[src/rtl/noc_out_arbiter.sv]
// noc_out_arbiter: round-robin output arbiter with packet locking, a registered
// output slot and a forced lock release when the owner goes idle too long.
module noc_out_arbiter #(
   parameter int DATA_WIDTH   = 216,
   parameter int NUM_PORTS    = 5,
   parameter int LAST_BIT     = DATA_WIDTH-1,
   parameter int LOCK_TIMEOUT = 255
) (
   input  logic                            clk,
   input  logic                            rst,
   input  logic [NUM_PORTS*DATA_WIDTH-1:0] req_data,
   input  logic [NUM_PORTS-1:0]            req_valid,
   output logic [NUM_PORTS-1:0]            req_clear,
   output logic [DATA_WIDTH-1:0]           out_data,
   output logic                            out_valid,
   input  logic                            out_busy,
   output logic [NUM_PORTS-1:0]            owner,
   output logic                            locked,
   output logic                            lock_timeout
);
   localparam int IW = (NUM_PORTS > 1) ? $clog2(NUM_PORTS) : 1;
   localparam int CW = (LOCK_TIMEOUT > 0) ? $clog2(LOCK_TIMEOUT+1) : 1;
   localparam logic [CW-1:0] CNT_MAX = CW'(LOCK_TIMEOUT);

   logic [IW-1:0]         ptr_q, ptr_d, own_q, own_d, win_idx, cand;
   logic                  locked_q, locked_d, out_valid_q, out_valid_d;
   logic [CW-1:0]         cnt_q, cnt_d;
   logic [DATA_WIDTH-1:0] out_data_q, out_data_d, win_data;
   logic [NUM_PORTS-1:0]  eligible;
   logic                  found, slot_free, capture, timeout;

   assign owner        = locked_q ? (NUM_PORTS'(1) << own_q) : '0;
   assign locked       = locked_q;
   assign out_data     = out_data_q;
   assign out_valid    = out_valid_q;
   assign lock_timeout = timeout;

   always_comb begin
      eligible = locked_q ? (req_valid & owner) : req_valid;
      found    = 1'b0;
      win_idx  = '0;
      cand     = '0;
      for (int i = 1; i <= NUM_PORTS; i++) begin
         cand = IW'((int'(ptr_q) + i) % NUM_PORTS);
         if (!found && eligible[cand]) begin
            found   = 1'b1;
            win_idx = cand;
         end
      end
      timeout   = (LOCK_TIMEOUT > 0) && locked_q && (cnt_q == CNT_MAX);
      slot_free = !out_valid_q || !out_busy;
      // reset gates the handshake so requesters never advance while held in reset
      capture   = rst && slot_free && found && !timeout;
      win_data  = req_data[int'(win_idx)*DATA_WIDTH +: DATA_WIDTH];
      req_clear = capture ? (NUM_PORTS'(1) << win_idx) : '0;
      out_data_d  = capture ? win_data : out_data_q;
      out_valid_d = capture || (out_valid_q && out_busy);
      cnt_d = (LOCK_TIMEOUT > 0 && locked_q && !req_valid[own_q] && !timeout) ? cnt_q + 1'b1 : '0;
      locked_d = locked_q;
      own_d    = own_q;
      ptr_d    = ptr_q;
      if (timeout) begin
         locked_d = 1'b0;
         ptr_d    = own_q;
      end else if (capture && win_data[LAST_BIT]) begin
         locked_d = 1'b0;
         ptr_d    = win_idx;
      end else if (capture) begin
         locked_d = 1'b1;
         own_d    = win_idx;
      end
   end

   always_ff @(posedge clk or negedge rst) begin
      if (!rst) begin
         ptr_q       <= IW'(NUM_PORTS-1);
         own_q       <= '0;
         locked_q    <= 1'b0;
         cnt_q       <= '0;
         out_data_q  <= '0;
         out_valid_q <= 1'b0;
      end else begin
         ptr_q       <= ptr_d;
         own_q       <= own_d;
         locked_q    <= locked_d;
         cnt_q       <= cnt_d;
         out_data_q  <= out_data_d;
         out_valid_q <= out_valid_d;
      end
   end
endmodule
[config.mk]
export PLATFORM = sky130hd
export DESIGN_NAME = noc_out_arbiter
export DESIGN_NICKNAME = d
export VERILOG_FILES = /design/src/rtl/noc_out_arbiter.sv
export SDC_FILE = /design/constraint.sdc
export NUM_CORES = 1
export LEC_CHECK = 0
export ABC_AREA = 1
export CAP_MARGIN = 25
export CORE_AREA = 10 10 512 514
export DETAILED_ROUTE_END_ITERATION = 10
export DIE_AREA = 0 0 522 524
export GPL_ROUTABILITY_DRIVEN = 0
export GPL_TIMING_DRIVEN = 0
export PLACE_DENSITY = 0.36
export SYNTH_ARGS = -nofsm -noshare
export SYNTH_HDL_FRONTEND = slang
export SYNTH_SLANG_ARGS = --single-unit
[constraint.sdc]
create_clock -name clk -period 12.1 [get_ports clk]
set_input_delay 2.42 -clock clk [delete_from_list [all_inputs] [get_ports clk]]
set_output_delay 2.42 -clock clk [all_outputs]
set_load 0.02 [all_outputs]
Fig. 1: routing congestion map
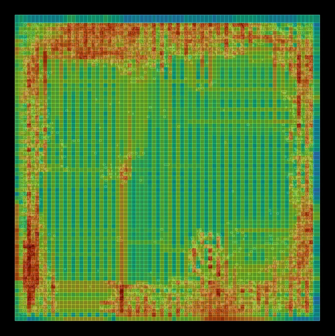
met1 capacity usage during global routing: 19.8%
post-layout utilization of the core: 14.8%
GRT busiest layer: met2
global routing usage summed across all routing layers: 15.9%
Avg WL per Cell: 28.9 µm

Fig. 2: clock wires, drivers and flops
Scale: 1 px per µm.
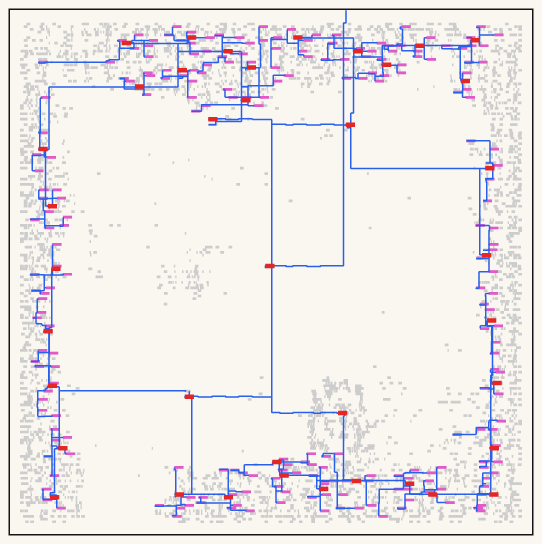
[clock drivers] red | count: 39
[flip-flops] magenta | count: 232
[clock wires] blue | length: 6750 µm
routed clock nets: 40

Fig. 3: M4 wires
Scale: 1 px per µm. Supply wires on this layer in gray.
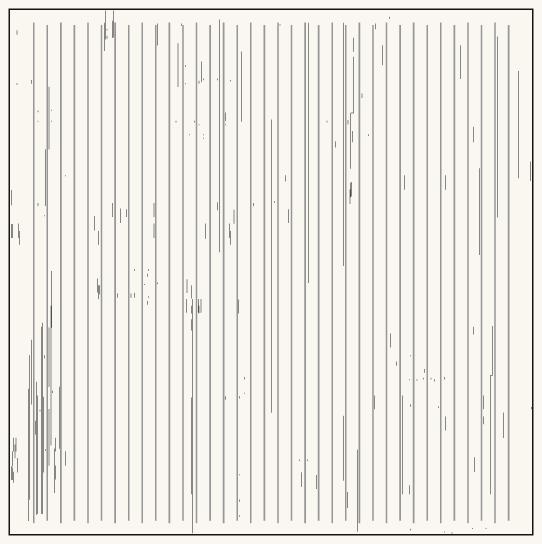
main direction: vertical
nets with wire on the layer: 146
DR vias: 27900
total length of routed wires: 230 mm

Fig. 4: routed metal per tile
The die is cut into 26 by 26 equal tiles; white is low, dark blue is high, scaled to the fullest tile. Values are wire area over tile area, all layers added.
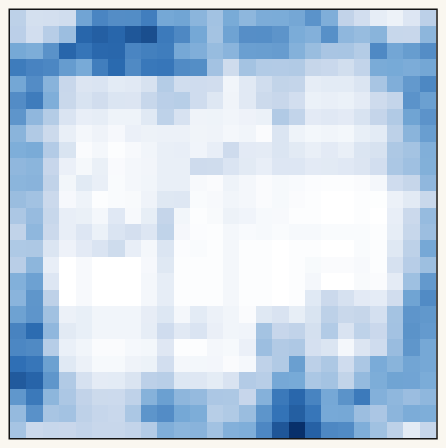
emptiest ninth of the die: center
tiles over half the peak: 18%
nearly empty tiles: 10%
fullest tile: 0.56

==> run summary <==
Main metrics from the flow reports.

Per the CTS log, the root buffer master is sky130_fd_sc_hd__clkbuf_16. For this design, the slowest cell found on the critical path is sky130_fd_sc_hd__a21boi_0. The clock-pin slew on the worst setup and hold paths came out at 0.05 ns. The area growth from synthesis to layout is 104%. The number of placed cells counting well taps came out at 7828. The setup path with the least slack is of type input pin to output port. The maximum level of the CTS H-tree is 2. The mapped cell area is 18200 µm². The max-capacitance violation count is 0.

The run finished with clean final reports. The number of global-route vias before repair is 27500. The net count of the mapped netlist is 4270.

The sequential cell count came out at 232. Counting the buffers created by CTS gives 39. The number of antenna diodes is 48. The total die size is 274000 µm². The count of inverters not on the clock network in the layout is 274. For the final routed database, the setup TNS stands at 0 ns. In the final report, the number of endpoints failing setup comes to 0. In this run the standard cell core region covers 251000 µm².

The timing report attributes the biggest portion of critical-path delay to buffers and inverters. The largest clock skew in the final design came out at 0.0237 ns. The worst setup path is launched from an input pin.
==> kinds of logic (layout without fill, tap and decap cells) <==
| group | after synthesis | after routing | share of synthesized area, % |
|---|---|---|---|
| buf+inv | 442 | 1836 | 10.2 |
| compound gates | 33 | 33 | 0.984 |
| simple gates | 2420 | 2420 | 54.8 |
| fa+ha+maj | 24 | 24 | 1.65 |
| xor+xnor | 7 | 7 | 0.420 |
| other cells | 0 | 48 | 0 |
| flops | 232 | 232 | 31.9 |
==> worst paths after layout <==
path | startpoint | endpoint | slack (ns) | cells after the start
worst min register to register | cnt_q[0] | cnt_q[0] | 0.46 | 1
worst max-delay path | req_valid[1] | req_clear[4] | 2.67 | 15
min in group asynchronous | rst | out_data[10] | 1.81 | 1
worst min-delay path | cnt_q[0] | cnt_q[0] | 0.46 | 1
worst max register to register | ptr_q[1] | out_data[38] | 5.46 | 28
max in group asynchronous | rst | out_data[129] | 9.12 | 2
==> through the flow <==
stage | hold WS, ns | worst slack [ns]
2_1_floorplan | 0.433 | 5.06
3_3_place_gp | 0.449 | -8.95
3_5_place_dp | 0.450 | 2.55
4_1_cts | 0.457 | 2.52
5_1_grt | 0.470 | 2.38
6_report | 0.456 | 2.67
==> layout by cell type, fill, tap and decap left out, types with 3 or more instances in the layout <==
cell / synthesis / layout
sky130_fd_sc_hd__inv_1: 261 / 261
sky130_fd_sc_hd__nor2_4: 2 / 3
sky130_fd_sc_hd__dfrtp_1: 231 / 231
sky130_fd_sc_hd__nor2_1: 25 / 25
sky130_fd_sc_hd__nor3_1: 6 / 6
sky130_fd_sc_hd__inv_2: 10 / 10
sky130_fd_sc_hd__buf_2: 97 / 97
sky130_fd_sc_hd__ha_1: 24 / 24
sky130_fd_sc_hd__nor2_8: 3 / 3
sky130_fd_sc_hd__a21boi_0: 3 / 3
sky130_fd_sc_hd__and3_1: 3 / 3
sky130_fd_sc_hd__nand3b_1: 3 / 3
sky130_fd_sc_hd__diode_2: 0 / 48
sky130_fd_sc_hd__clkinvlp_4: 0 / 3
sky130_fd_sc_hd__buf_4: 16 / 16
sky130_fd_sc_hd__nand2_1: 2062 / 2062
sky130_fd_sc_hd__o21ai_0: 8 / 8
sky130_fd_sc_hd__clkbuf_16: 0 / 40
sky130_fd_sc_hd__clkbuf_1: 46 / 56
sky130_fd_sc_hd__nand3_1: 56 / 56
sky130_fd_sc_hd__clkdlybuf4s50_1: 0 / 1315
sky130_fd_sc_hd__buf_1: 7 / 7
sky130_fd_sc_hd__xor2_1: 5 / 5
sky130_fd_sc_hd__a21oi_1: 7 / 7
sky130_fd_sc_hd__nand4_1: 231 / 231
sky130_fd_sc_hd__nand2_2: 9 / 9
sky130_fd_sc_hd__o21ai_1: 13 / 13
sky130_fd_sc_hd__bufinv_16: 0 / 4
sky130_fd_sc_hd__clkbuf_8: 0 / 9
sky130_fd_sc_hd__buf_16: 0 / 5
sky130_fd_sc_hd__nor3b_1: 4 / 4
sky130_fd_sc_hd__nand3_2: 5 / 5
==> per-layer routing <==
layer	global-route usage, %	vias to the layer above
li1	-	12500
met1	19.8	13000
met2	24.4	1807
met3	8.38	364
met4	3.21	130
met5	0	-
